$ cat config.mk
export PLATFORM = sky130hd
export DESIGN_NAME = stack_read_sequencer
export DESIGN_NICKNAME = d
export VERILOG_FILES = /design/src/rtl/stack_read_sequencer.sv
export SDC_FILE = /design/constraint.sdc
export NUM_CORES = 1
export LEC_CHECK = 0
export ABC_CLOCK_PERIOD_IN_PS = 2980
export CAP_MARGIN = 20
export CORE_ASPECT_RATIO = 0.6
export CORE_MARGIN = 2
export CORE_UTILIZATION = 25
export DETAILED_ROUTE_END_ITERATION = 8
export HOLD_SLACK_MARGIN = 0.15
export PLACE_DENSITY = 0.47
export SYNTH_ARGS = -nofsm -noshare
export SYNTH_HDL_FRONTEND = slang
export SYNTH_SLANG_ARGS = --single-unit
$ cat constraint.sdc
create_clock -name clk -period 2.98 [get_ports clk]
set_input_delay 0.447 -clock clk [delete_from_list [all_inputs] [get_ports clk]]
set_output_delay 0.447 -clock clk [all_outputs]
set_load 0.1 [all_outputs]
$ cat src/rtl/stack_read_sequencer.sv
// +------------------------------------------------------------------------+
// | stack_read_sequencer                                                   |
// | Single-read and paced/back-to-back repeat-read strobe sequencer.       |
// | Rev 1.0                                                                |
// +------------------------------------------------------------------------+
`default_nettype none

module stack_read_sequencer #(
  parameter int DATA_WIDTH  = 4,
  parameter int TICK_PERIOD = 100000000,
  parameter int CNT_WIDTH   = 27
) (
  input  logic                  clk,
  input  logic                  rst_edge,
  input  logic                  pop_edge,
  input  logic                  read_more_edge,
  input  logic                  abort,
  input  logic                  mode,
  input  logic                  stack_empty,
  input  logic [DATA_WIDTH-1:0] data_in,
  output logic                  citaj,
  output logic                  citaj_vise,
  output logic                  busy,
  output logic                  done,
  output logic                  underflow,
  output logic [DATA_WIDTH-1:0] remaining
);

  typedef enum logic [0:0] {
    IDLE = 1'b0,
    RUN  = 1'b1
  } state_t;

  localparam logic [CNT_WIDTH-1:0]  TICK_LAST = CNT_WIDTH'(TICK_PERIOD - 1);
  localparam logic [DATA_WIDTH-1:0] REM_ONE   = DATA_WIDTH'(1);

  state_t                  state, state_n;
  logic [CNT_WIDTH-1:0]    cnt, cnt_n;
  logic                    mode_l, mode_n;
  logic [DATA_WIDTH-1:0]   rem_n;
  logic                    citaj_n, citaj_vise_n, done_n, underflow_n;
  logic                    tick, fire;

  always_ff @(posedge clk or posedge rst_edge) begin
    if (rst_edge) begin
      state      <= IDLE;
      cnt        <= '0;
      mode_l     <= 1'b0;
      remaining  <= '0;
      citaj      <= 1'b0;
      citaj_vise <= 1'b0;
      busy       <= 1'b0;
      done       <= 1'b0;
      underflow  <= 1'b0;
    end else begin
      state      <= state_n;
      cnt        <= cnt_n;
      mode_l     <= mode_n;
      remaining  <= rem_n;
      citaj      <= citaj_n;
      citaj_vise <= citaj_vise_n;
      busy       <= (state_n == RUN);
      done       <= done_n;
      underflow  <= underflow_n;
    end
  end

  // Branch order encodes the priority abort > read_more > pop > tick/fire.
  always_comb begin
    state_n      = state;
    cnt_n        = '0;
    mode_n       = mode_l;
    rem_n        = remaining;
    citaj_n      = 1'b0;
    citaj_vise_n = 1'b0;
    done_n       = 1'b0;
    underflow_n  = 1'b0;
    tick         = (cnt == TICK_LAST);
    fire         = 1'b0;

    if (abort) begin
      if (state == RUN) begin
        state_n = IDLE;
        rem_n   = '0;
      end
    end else if (read_more_edge) begin
      if (stack_empty) begin
        underflow_n = 1'b1;
        state_n     = IDLE;
        rem_n       = '0;
      end else begin
        rem_n  = data_in;
        mode_n = mode;
        if (data_in == '0) begin
          state_n = IDLE;
          done_n  = 1'b1;
        end else begin
          state_n = RUN;
        end
      end
    end else if (pop_edge && (state == IDLE)) begin
      if (stack_empty) underflow_n = 1'b1;
      else             citaj_n     = 1'b1;
    end else if (state == RUN) begin
      fire  = mode_l | tick;
      cnt_n = tick ? '0 : cnt + 1'b1;
      if (fire) begin
        if (stack_empty) begin
          underflow_n = 1'b1;
          state_n     = IDLE;
          rem_n       = '0;
          cnt_n       = '0;
        end else if (remaining != '0) begin
          citaj_vise_n = 1'b1;
          rem_n        = remaining - 1'b1;
          if (remaining == REM_ONE) begin
            done_n  = 1'b1;
            state_n = IDLE;
            cnt_n   = '0;
          end
        end else begin
          state_n = IDLE;
          cnt_n   = '0;
        end
      end
    end
  end

endmodule

`default_nettype wire

==> run_1/clock_nets.png <==
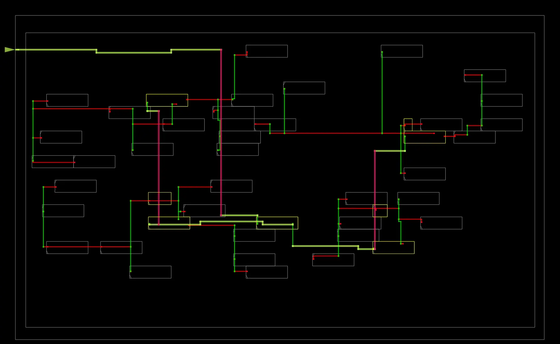
Power Clock: 0.540 mW
number of clock buffers in the layout: 6
clock latency on the worst-skew pair: 280 ps
worst clock skew: 6.69 ps
CTS Buf Count: 5

==> run_1/sizing.png <==
The bar under the picture is 20 µm long.
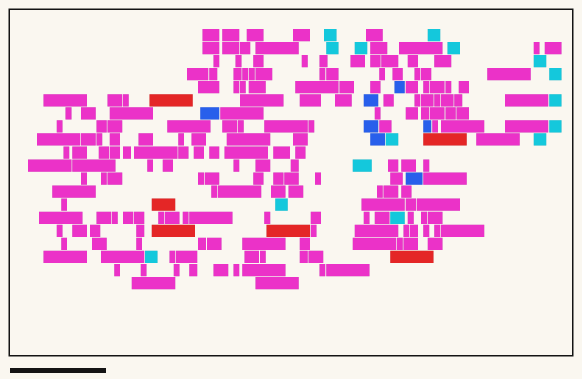
[x1 and smaller] magenta | cells: 195 | share: 87%
[x2] blue | cells: 7 | share: 3.1% | most used: o21ai_2
[x3 and x4] cyan | cells: 15 | share: 6.7% | most used: buf_4
[x6 and larger] red | cells: 6 | share: 2.7% | most used: clkbuf_16
minimum setup slack in the final design: 674 ps
area delta synth->final: 23.9%
final design area excluding fillers: 2380 µm²
nonclk buf count: 23

==> run_1/clock_wires.png <==
The bar under the picture is 20 µm long.
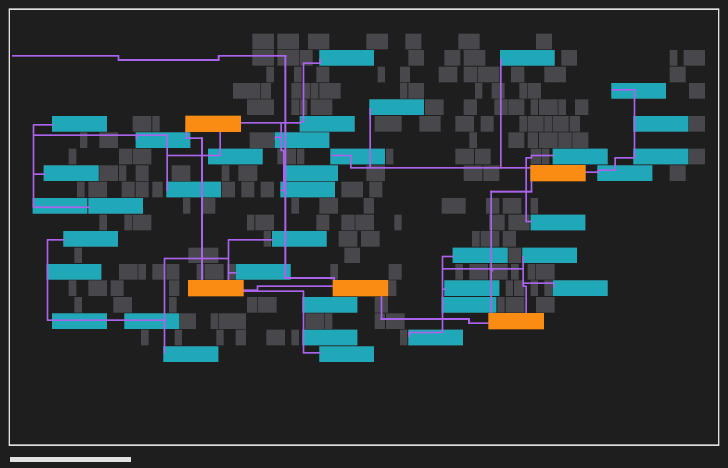
[clock wires] purple | length: 586 µm
[flip-flops] cyan | count: 37
[clock-net drivers] orange | count: 5
routed clock nets: 6

==> GITHUB_STEP_SUMMARY, run 1 <==
### Metrics collected by this job

| Metric | Value |
|---|---|
| Pre-CTS setup slack | 694 ps |
| Crit-path slowest cell | sky130_fd_sc_hd__or4_4 |
| Net total in the final layout | 237 |
| Largest logic family | simple AND/OR/NAND/NOR gates |
| Area fraction in and, or, nand and nor cells | 26.9% |
| Critical-path maximum fanout | 4 |
| Commonest register cell after synthesis | sky130_fd_sc_hd__dfrtp_1 |
| DRC violation total after the first TritonRoute iteration | 60 |
| Category of the critical setup timing path | reg2reg |
| Mux share | 1.63% |
| Yosys stat cell total | 196 |
| Depth of the worst register-to-register path | 5 |
| Transition time at the pin with the least slew margin | 556 ps |
| Clk slew on worst S/H paths | 60 ps |
| Seq/total area | 39.0% |
| Total power | 1.25 mW |
| Main area contributors after synthesis | sky130_fd_sc_hd__dfrtp_1, sky130_fd_sc_hd__xor2_1, sky130_fd_sc_hd__nor2_1, sky130_fd_sc_hd__nand4_1, sky130_fd_sc_hd__nand2_1 |
| Worst hold margin | 493 ps |
| GPL Wtd Cong | 0.783 |
| Placeable Area | 7360 µm² |
| CTS Buffer Depth | 2 |
| Final total negative setup slack | 0 ps |
| Critical path required time | 3150 ps |
| Total leakage power | 0.998 nW |
| Power density over the cells | 526 nW/µm² |
| Delay of the slowest cell on the worst path | 580 ps |
| Type of the worst min-delay path | reg2reg |
| Number of core rows | 24 |
| Outcome | completed |
| Biggest consumer | the clock network |
| Post-CTS setup-driven buffer insertion count | 0 |
| Most instantiated cells after synthesis | sky130_fd_sc_hd__dfrtp_1, sky130_fd_sc_hd__nor2_1, sky130_fd_sc_hd__xor2_1 |
| First-pass detailed-route iteration total | 4 |
| RSZ-0062 raised after global routing | false |
| Placed Area | 2220 µm² |
| Number of max-cap violations | 0 |
| Yosys reg bits | 37 |
| NonClk Buf Share | 8.32% |
| Critical Path Start Type | flip-flop |
| Mean area per synthesized cell | 9.79 µm² |
| Final HPWL DP | 3140 µm |
| Routed length on met2 | 1460 µm |
| Total combinational power | 0.182 mW |
| Category of the worst setup path capture point | flip-flop |
| Share of flip-flops with an asynchronous set or reset after synthesis | 100% |
| Cell type with the largest total area after synthesis | sky130_fd_sc_hd__dfrtp_1 |
| Number of distinct library cell variants in the gate-level netlist after synthesis | 42 |
| Biggest regs | cnt: 27 flops, remaining: 4 flops |
| Top cell class by occupied area | multi-input combinational cells |
| Global-route wire length before repair | 7310 µm |
| Fp util | 26.1% |
| Floorplan die width | 117 µm |
| Final period demand of the worst path | 2310 ps |
| Achievable clock frequency | 434 MHz |
| Total gr overflow | 0 |
| I/O Buffers | 19 |
| Clock Sink Count | 37 |
| Placed cell count | 319 |
| Hold path cells | 1 |
| Met3 Wirelength | 250 µm |
| Kind of cell adding the most delay to the critical path | simple AND/OR/NAND/NOR gates |
| Number of gates on the worst path with buffers counted | 5 |
| Setup Viol. Count Final | 0 |
| Top library cells by usage in the layout, fill and taps aside | sky130_fd_sc_hd__nor2_1, sky130_fd_sc_hd__dfrtp_1, sky130_fd_sc_hd__xor2_1 |
| Part of the total power dissipated in combinational logic | 14.6% |
| Internal reg-to-reg setup slack | 670 ps |
| Clk Tree Root Cell | sky130_fd_sc_hd__clkbuf_16 |
| Count of tool warnings | 28 |
| H-tree depth | 2 |
| Capture point of the worst path | remaining[3]$_DFFE_PP0P_ |
| Sink of the worst hold path | cnt[0]$_DFF_PP0_ |
| WP buf/inv | 0 |
| Overall fraction of global-route tracks in use | 11.8% |
| Instance count of the mapped netlist | 196 |
| Data arrival time of the worst path | 2480 ps |
| Slew Viols, Final | 0 |
| Non-Filler Instances | 327 |
| Slew HR | 62.6% |
| Largest net degree at the start of global routing | 38 |
| Met1 global-route usage | 20.1% |
| Post-route core utilization | 32.3% |
| Comb_multi_in | 150 |
| Hold path startpoint | cnt[0]$_DFF_PP0_ |
| Net switching power of the design | 0.349 mW |
| Clk cell area share | 6.42% |
| Cell breakdown of the critical path | or4_1 > or4_4 > o21ai_2 > a21oi_2 > a221o_1 |
| Initial antenna violation count | 0 |
| Via density per instance | 4.46 |
| TritonCTS clock tree | built |
| Detailed-route wire length | 4320 µm |
| Flip-flop count of the largest register after layout | 27 |
| Reg area | 926 µm² |
| Multi-input gate area in the final layout | 951 µm² |
| Reg2Reg Capture Point | remaining[3]$_DFFE_PP0P_ |
| Post-DR wirelength/cell | 13.2 µm |
| Post-synth design cell area | 1920 µm² |
| Layout filler cell count | 761 |
| Met1 wire length | 2530 µm |
| Area reported by Yosys stat | 1920 µm² |
| Gates resized, CTS repair | 0 |
| Clk pwr share | 43.2% |
| Post-synthesis adder-cell area fraction | 2.61% |
| Number of remaining DRC errors | 0 |
| Launch point of the worst reg-to-reg path | cnt[12]$_DFF_PP0_ |
| Cell-internal power | 0.901 mW |
| Peak supply drop | 172 µV |
| Total die size | 8410 µm² |
| Met3 routing resource usage after global routing | 3.81% |
| Sw frac | 27.9% |
| Proportion of synthesized chip area in sequential cells | 48.3% |
| Number of global-route vias before repair | 1367 |
| Total number of tap cells | 104 |
| Logic inverters | 5 |
| Area share of the largest cell type after synthesis | 48.3% |
| Fraction of final layout cells with drive strength greater than 1 | 12.6% |
| Antenna Nets Post-Route | 0 |
| Overall via count from detail_route | 1458 |
| Period Utilization, post-route | 77.4% |
| Count of synthesis-stage warnings from yosys | 0 |
| Count of inserted antenna diode cells | 0 |
| Post-synth net total | 211 |
| Number of sequential storage elements | 37 |
| Sequential power | 0.528 mW |
| Fraction of synthesized cell area in xor and xnor cells | 11.9% |
| Number of endpoints with negative hold slack in the final report | 0 |
| Yosys aoi share | 6.52% |
==> run_1/ff_map.png <==
Other sequential cells in the stronger gray, the rest of the logic in the fainter gray.
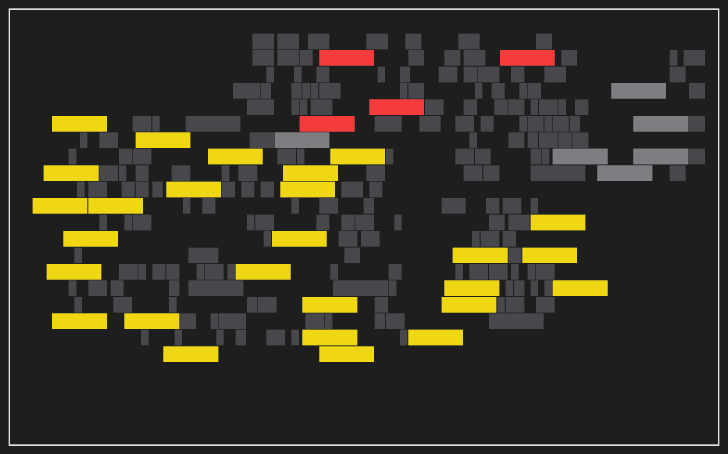

==> run 2: changes to the inputs <==
--- a/config.mk
+++ b/config.mk
@@ -5,7 +5,7 @@
 export SDC_FILE = /design/constraint.sdc
 export NUM_CORES = 1
 export LEC_CHECK = 0
-export ABC_CLOCK_PERIOD_IN_PS = 2980
+export ABC_CLOCK_PERIOD_IN_PS = 2270
 export CAP_MARGIN = 20
 export CORE_ASPECT_RATIO = 0.6
 export CORE_MARGIN = 2
==> constraint.sdc (replaced) <==
create_clock -name clk -period 2.27 [get_ports clk]
set_input_delay 0.3405 -clock clk [delete_from_list [all_inputs] [get_ports clk]]
set_output_delay 0.3405 -clock clk [all_outputs]
set_load 0.1 [all_outputs]
==> run_2/ff_map.png <==
Other sequential cells in the stronger gray, the rest of the logic in the fainter gray.
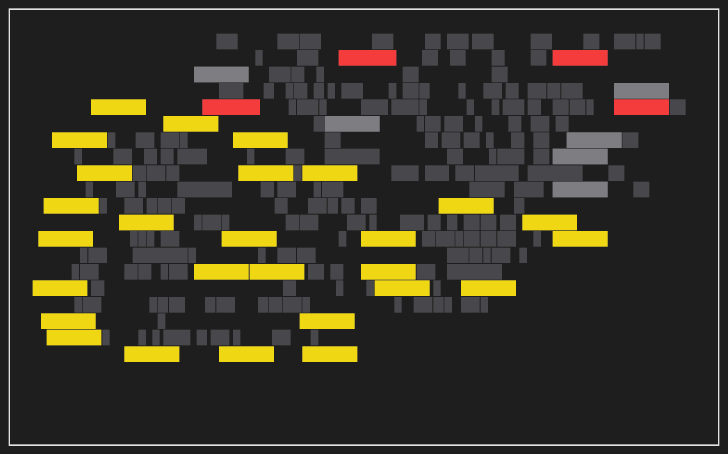
[`remaining`] red | placed flops: 4
[`cnt`] yellow | placed flops: 27
post-route core utilization: 33.8%
Reg area: 928 µm²
sequential power: 0.698 mW

==> GITHUB_STEP_SUMMARY, run 2 <==
### Metrics collected by this job

| Metric | Value |
|---|---|
| Outcome | completed |
| Critical path required time | 2440 ps |
| Share of flip-flops with an asynchronous set or reset after synthesis | 100% |
| First-pass detailed-route iteration total | 4 |
| Slew Viols, Final | 0 |
| Most instantiated cells after synthesis | sky130_fd_sc_hd__dfrtp_1, sky130_fd_sc_hd__nor2_1, sky130_fd_sc_hd__xor2_1 |
| CTS Buffer Depth | 2 |
| Worst clock skew | 4.33 ps |
| Area delta synth->final | 29.7% |
| Total power | 1.68 mW |
| Detailed-route wire length | 4440 µm |
| Crit-path slowest cell | sky130_fd_sc_hd__or4_4 |
| Fp util | 26.1% |
| Total combinational power | 0.253 mW |
| Final period demand of the worst path | 2220 ps |
| Overall fraction of global-route tracks in use | 12.0% |
| Total number of tap cells | 104 |
| Number of global-route vias before repair | 1452 |
| Fraction of final layout cells with drive strength greater than 1 | 18.0% |
| Category of the critical setup timing path | reg2reg |
| Commonest register cell after synthesis | sky130_fd_sc_hd__dfrtp_1 |
| Overall via count from detail_route | 1491 |
| Clk pwr share | 43.4% |
| Pre-CTS setup slack | 15.5 ps |
| Reg2Reg Capture Point | remaining[3]$_DFFE_PP0P_ |
| H-tree depth | 2 |
| DRC violation total after the first TritonRoute iteration | 93 |
| WP buf/inv | 0 |
| Met3 Wirelength | 242 µm |
| Main area contributors after synthesis | sky130_fd_sc_hd__dfrtp_1, sky130_fd_sc_hd__xor2_1, sky130_fd_sc_hd__nor2_1, sky130_fd_sc_hd__nand4_1, sky130_fd_sc_hd__nand2_1 |
| Post-synth net total | 211 |
| Type of the worst min-delay path | in2async |
| Instance count of the mapped netlist | 196 |
| Top cell class by occupied area | multi-input combinational cells |
| GPL Wtd Cong | 0.799 |
| Initial antenna violation count | 0 |
| Total leakage power | 1.06 nW |
| Count of tool warnings | 28 |
| Minimum setup slack in the final design | 47.2 ps |
| Worst hold margin | 456 ps |
| Cell breakdown of the critical path | or4b_1 > or4_4 > o21ai_4 > a21oi_2 > a221o_1 |
| Layout filler cell count | 772 |
| Yosys reg bits | 37 |
| Yosys stat cell total | 196 |
| Number of core rows | 24 |
| Antenna Nets Post-Route | 0 |
| Delay of the slowest cell on the worst path | 590 ps |
| Top library cells by usage in the layout, fill and taps aside | sky130_fd_sc_hd__nor2_1, sky130_fd_sc_hd__dfrtp_1, sky130_fd_sc_hd__buf_4 |
| Transition time at the pin with the least slew margin | 491 ps |
| Global-route wire length before repair | 7530 µm |
| Post-synth design cell area | 1920 µm² |
| Number of gates on the worst path with buffers counted | 5 |
| Fraction of synthesized cell area in xor and xnor cells | 11.9% |
| Via density per instance | 4.42 |
| Clk slew on worst S/H paths | 60 ps |
| Multi-input gate area in the final layout | 968 µm² |
| TritonCTS clock tree | built |
| Placed cell count | 327 |
| Biggest consumer | the clock network |
| Post-synthesis adder-cell area fraction | 2.61% |
| Number of sequential storage elements | 37 |
| Met1 global-route usage | 20.3% |
| Clock latency on the worst-skew pair | 280 ps |
| Clk Tree Root Cell | sky130_fd_sc_hd__clkbuf_16 |
| Category of the worst setup path capture point | flip-flop |
| Number of distinct library cell variants in the gate-level netlist after synthesis | 42 |
| Number of remaining DRC errors | 0 |
| Area fraction in and, or, nand and nor cells | 26.9% |
| Non-Filler Instances | 337 |
| Post-CTS setup-driven buffer insertion count | 0 |
| Power density over the cells | 675 nW/µm² |
| Internal reg-to-reg setup slack | 50 ps |
| Net switching power of the design | 0.456 mW |
| Power Clock | 0.728 mW |
| Post-DR wirelength/cell | 13.2 µm |
| Gates resized, CTS repair | 0 |
| Count of synthesis-stage warnings from yosys | 0 |
| Number of clock buffers in the layout | 7 |
| Comb_multi_in | 150 |
| Largest net degree at the start of global routing | 38 |
| Clock Sink Count | 37 |
| Seq/total area | 37.3% |
| Count of inserted antenna diode cells | 0 |
| Logic inverters | 5 |
| Mean area per synthesized cell | 9.79 µm² |
| Met1 wire length | 2560 µm |
| Clk cell area share | 6.33% |
| Largest logic family | simple AND/OR/NAND/NOR gates |
| Kind of cell adding the most delay to the critical path | simple AND/OR/NAND/NOR gates |
| Final total negative setup slack | 0 ps |
| Total gr overflow | 0 |
| NonClk Buf Share | 11.5% |
| Mux share | 1.63% |
| Achievable clock frequency | 450 MHz |
| Period Utilization, post-route | 97.9% |
==> run_2/sizing.png <==
The bar under the picture is 20 µm long.
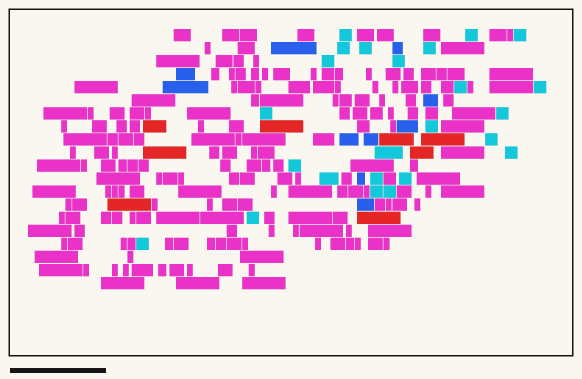
[x2] blue | cells: 10 | share: 4.3% | most used: dfrtp_2
[x3 and x4] cyan | cells: 24 | share: 10% | most used: buf_4
[x6 and larger] red | cells: 8 | share: 3.4% | most used: clkbuf_16
[x1 and smaller] magenta | cells: 191 | share: 82% | most used: nor2_1
final design area excluding fillers: 2490 µm²
nonclk buf count: 33

==> run 3: changes to the inputs <==
--- a/config.mk
+++ b/config.mk
@@ -5,7 +5,7 @@
 export SDC_FILE = /design/constraint.sdc
 export NUM_CORES = 1
 export LEC_CHECK = 0
-export ABC_CLOCK_PERIOD_IN_PS = 2270
+export ABC_AREA = 0
 export CAP_MARGIN = 20
 export CORE_ASPECT_RATIO = 0.6
 export CORE_MARGIN = 2
==> run_3/gates.png <==
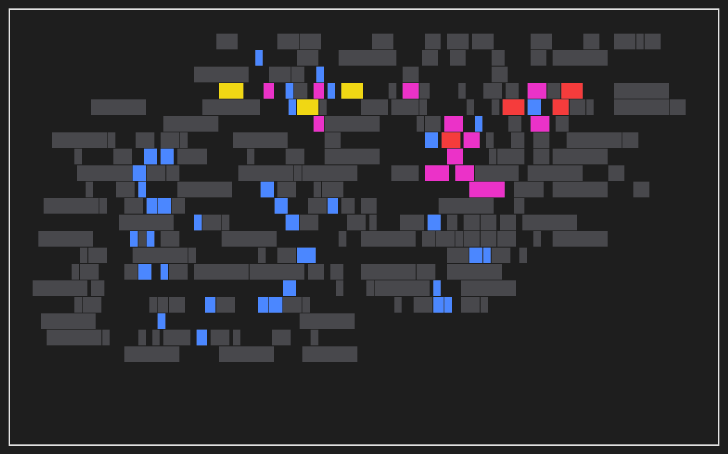
[mux cells] yellow | cells: 3 | most used: mux2i_1
[nand cells] blue | cells: 36 | most used: nand2_1
[non-inverting ao/oa cells] red | cells: 4 | where: top right
[aoi and oai cells] magenta | cells: 12 | most used: o21ai_0
Non-Filler Instances: 337
commonest non-fill, non-tap cell in the layout: sky130_fd_sc_hd__nor2_1
combinational fraction of the cell area: 38.9%

==> run_3/sizing.png <==
The bar under the picture is 20 µm long.
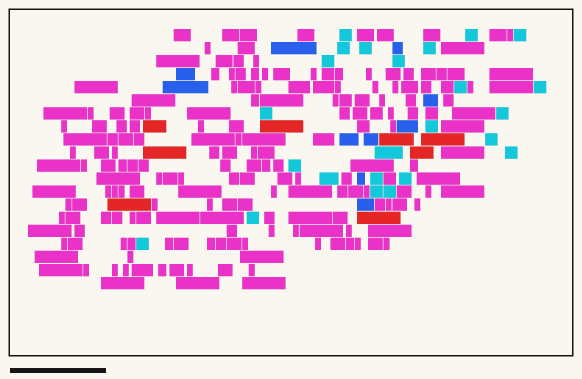
[x1 and smaller] magenta | cells: 191 | share: 82% | most used: nor2_1
[x6 and larger] red | cells: 8 | share: 3.4% | most used: clkbuf_16
[x2] blue | cells: 10 | share: 4.3% | most used: dfrtp_2
[x3 and x4] cyan | cells: 24 | share: 10% | most used: buf_4
minimum setup slack in the final design: 47.2 ps
area delta synth->final: 29.7%

==> GITHUB_STEP_SUMMARY, run 3 <==
### Metrics collected by this job

| Metric | Value |
|---|---|
| Overall fraction of global-route tracks in use | 12.0% |
| CTS Buffer Depth | 2 |
| Main area contributors after synthesis | sky130_fd_sc_hd__dfrtp_1, sky130_fd_sc_hd__xor2_1, sky130_fd_sc_hd__nor2_1, sky130_fd_sc_hd__nand4_1, sky130_fd_sc_hd__nand2_1 |
| Power Clock | 0.728 mW |
| Sw frac | 27.2% |
| Net switching power of the design | 0.456 mW |
| Proportion of synthesized chip area in sequential cells | 48.3% |
| Largest net degree at the start of global routing | 38 |
| TritonCTS clock tree | built |
| Clock latency on the worst-skew pair | 280 ps |
| Fraction of synthesized cell area in xor and xnor cells | 11.9% |
| Sequential power | 0.698 mW |
| Total combinational power | 0.253 mW |
| Worst hold margin | 456 ps |
| Total die size | 8410 µm² |
| Launch point of the worst reg-to-reg path | cnt[19]$_DFF_PP0_ |
| Total number of tap cells | 104 |
| Largest logic family | simple AND/OR/NAND/NOR gates |
| Flip-flop count of the largest register after layout | 27 |
| Yosys stat cell total | 196 |
| Multi-input gate area in the final layout | 968 µm² |
| Final total negative setup slack | 0 ps |
| Placed Area | 2300 µm² |
| Placeable Area | 7360 µm² |
| Category of the worst setup path capture point | flip-flop |
| Post-synthesis adder-cell area fraction | 2.61% |
| Setup Viol. Count Final | 0 |
| Routed length on met2 | 1600 µm |
| Area reported by Yosys stat | 1920 µm² |
| Data arrival time of the worst path | 2390 ps |
| Total leakage power | 1.06 nW |
| First-pass detailed-route iteration total | 4 |
| Number of distinct library cell variants in the gate-level netlist after synthesis | 42 |
| Total gr overflow | 0 |
| Period Utilization, post-route | 97.9% |
| Achievable clock frequency | 450 MHz |
| Via density per instance | 4.42 |
| Detailed-route wire length | 4440 µm |
| Fraction of final layout cells with drive strength greater than 1 | 18.0% |
| H-tree depth | 2 |
| Number of gates on the worst path with buffers counted | 5 |
| Delay of the slowest cell on the worst path | 590 ps |
| Top library cells by usage in the layout, fill and taps aside | sky130_fd_sc_hd__nor2_1, sky130_fd_sc_hd__dfrtp_1, sky130_fd_sc_hd__buf_4 |
| Met3 Wirelength | 242 µm |
| Instance count of the mapped netlist | 196 |
| Part of the total power dissipated in combinational logic | 15.1% |
| Gates resized, CTS repair | 0 |
| Initial antenna violation count | 0 |
| Peak supply drop | 310 µV |
| Pre-CTS setup slack | 15.5 ps |
| Share of flip-flops with an asynchronous set or reset after synthesis | 100% |
| Mux share | 1.63% |
| Post-synth design cell area | 1920 µm² |
| Biggest consumer | the clock network |
| Seq/total area | 37.3% |
| Total power | 1.68 mW |
| Net total in the final layout | 247 |
| Yosys reg bits | 37 |
| Biggest regs | cnt: 27 flops, remaining: 4 flops |
| Critical path required time | 2440 ps |
| Final HPWL DP | 3200 µm |
| Commonest register cell after synthesis | sky130_fd_sc_hd__dfrtp_1 |
| Number of clock buffers in the layout | 7 |
| WP buf/inv | 0 |
| Critical-path maximum fanout | 3 |
| Number of remaining DRC errors | 0 |
| Kind of cell adding the most delay to the critical path | simple AND/OR/NAND/NOR gates |
| Comb_multi_in | 150 |
| Final design area excluding fillers | 2490 µm² |
| Slew HR | 67.3% |
| Outcome | completed |
| Type of the worst min-delay path | in2async |
| Worst clock skew | 4.33 ps |
| Capture point of the worst path | remaining[3]$_DFFE_PP0P_ |
| Nonclk buf count | 33 |
| Cell-internal power | 1.22 mW |
| Top cell class by occupied area | multi-input combinational cells |
| Post-DR wirelength/cell | 13.2 µm |
| Internal reg-to-reg setup slack | 50 ps |
| Antenna Nets Post-Route | 0 |
| Power density over the cells | 675 nW/µm² |
| Final period demand of the worst path | 2220 ps |
| Placed cell count | 327 |
| Met1 wire length | 2560 µm |
| Number of global-route vias before repair | 1452 |
| NonClk Buf Share | 11.5% |
| Clk pwr share | 43.4% |
| Count of inserted antenna diode cells | 0 |
| Transition time at the pin with the least slew margin | 491 ps |
| Crit-path slowest cell | sky130_fd_sc_hd__or4_4 |
| DRC violation total after the first TritonRoute iteration | 93 |
| Clk Tree Root Cell | sky130_fd_sc_hd__clkbuf_16 |
| Clk cell area share | 6.33% |
| Met1 global-route usage | 20.3% |
| Cell type with the largest total area after synthesis | sky130_fd_sc_hd__dfrtp_1 |
| Post-synth net total | 211 |
| Mean area per synthesized cell | 9.79 µm² |
| Met3 routing resource usage after global routing | 4.48% |
| Layout filler cell count | 772 |
| Count of synthesis-stage warnings from yosys | 0 |
| Reg2Reg Capture Point | remaining[3]$_DFFE_PP0P_ |
| Cell breakdown of the critical path | or4b_1 > or4_4 > o21ai_4 > a21oi_2 > a221o_1 |
| CTS Buf Count | 5 |
| Area share of the largest cell type after synthesis | 48.3% |
| Overall via count from detail_route | 1491 |
| Number of endpoints with negative hold slack in the final report | 0 |
| Area fraction in and, or, nand and nor cells | 26.9% |
| Yosys aoi share | 6.52% |
| Count of tool warnings | 28 |
| Category of the critical setup timing path | reg2reg |
| Number of core rows | 24 |
| Depth of the worst register-to-register path | 5 |
| Global-route wire length before repair | 7530 µm |
| Number of max-cap violations | 0 |
| Reg area | 928 µm² |
| Post-CTS setup-driven buffer insertion count | 0 |
| Floorplan die width | 117 µm |
| Fp util | 26.1% |
| Slew Viols, Final | 0 |
| Post-route core utilization | 33.8% |
Power figures rest on the tool's default switching activity, not on a simulated workload.
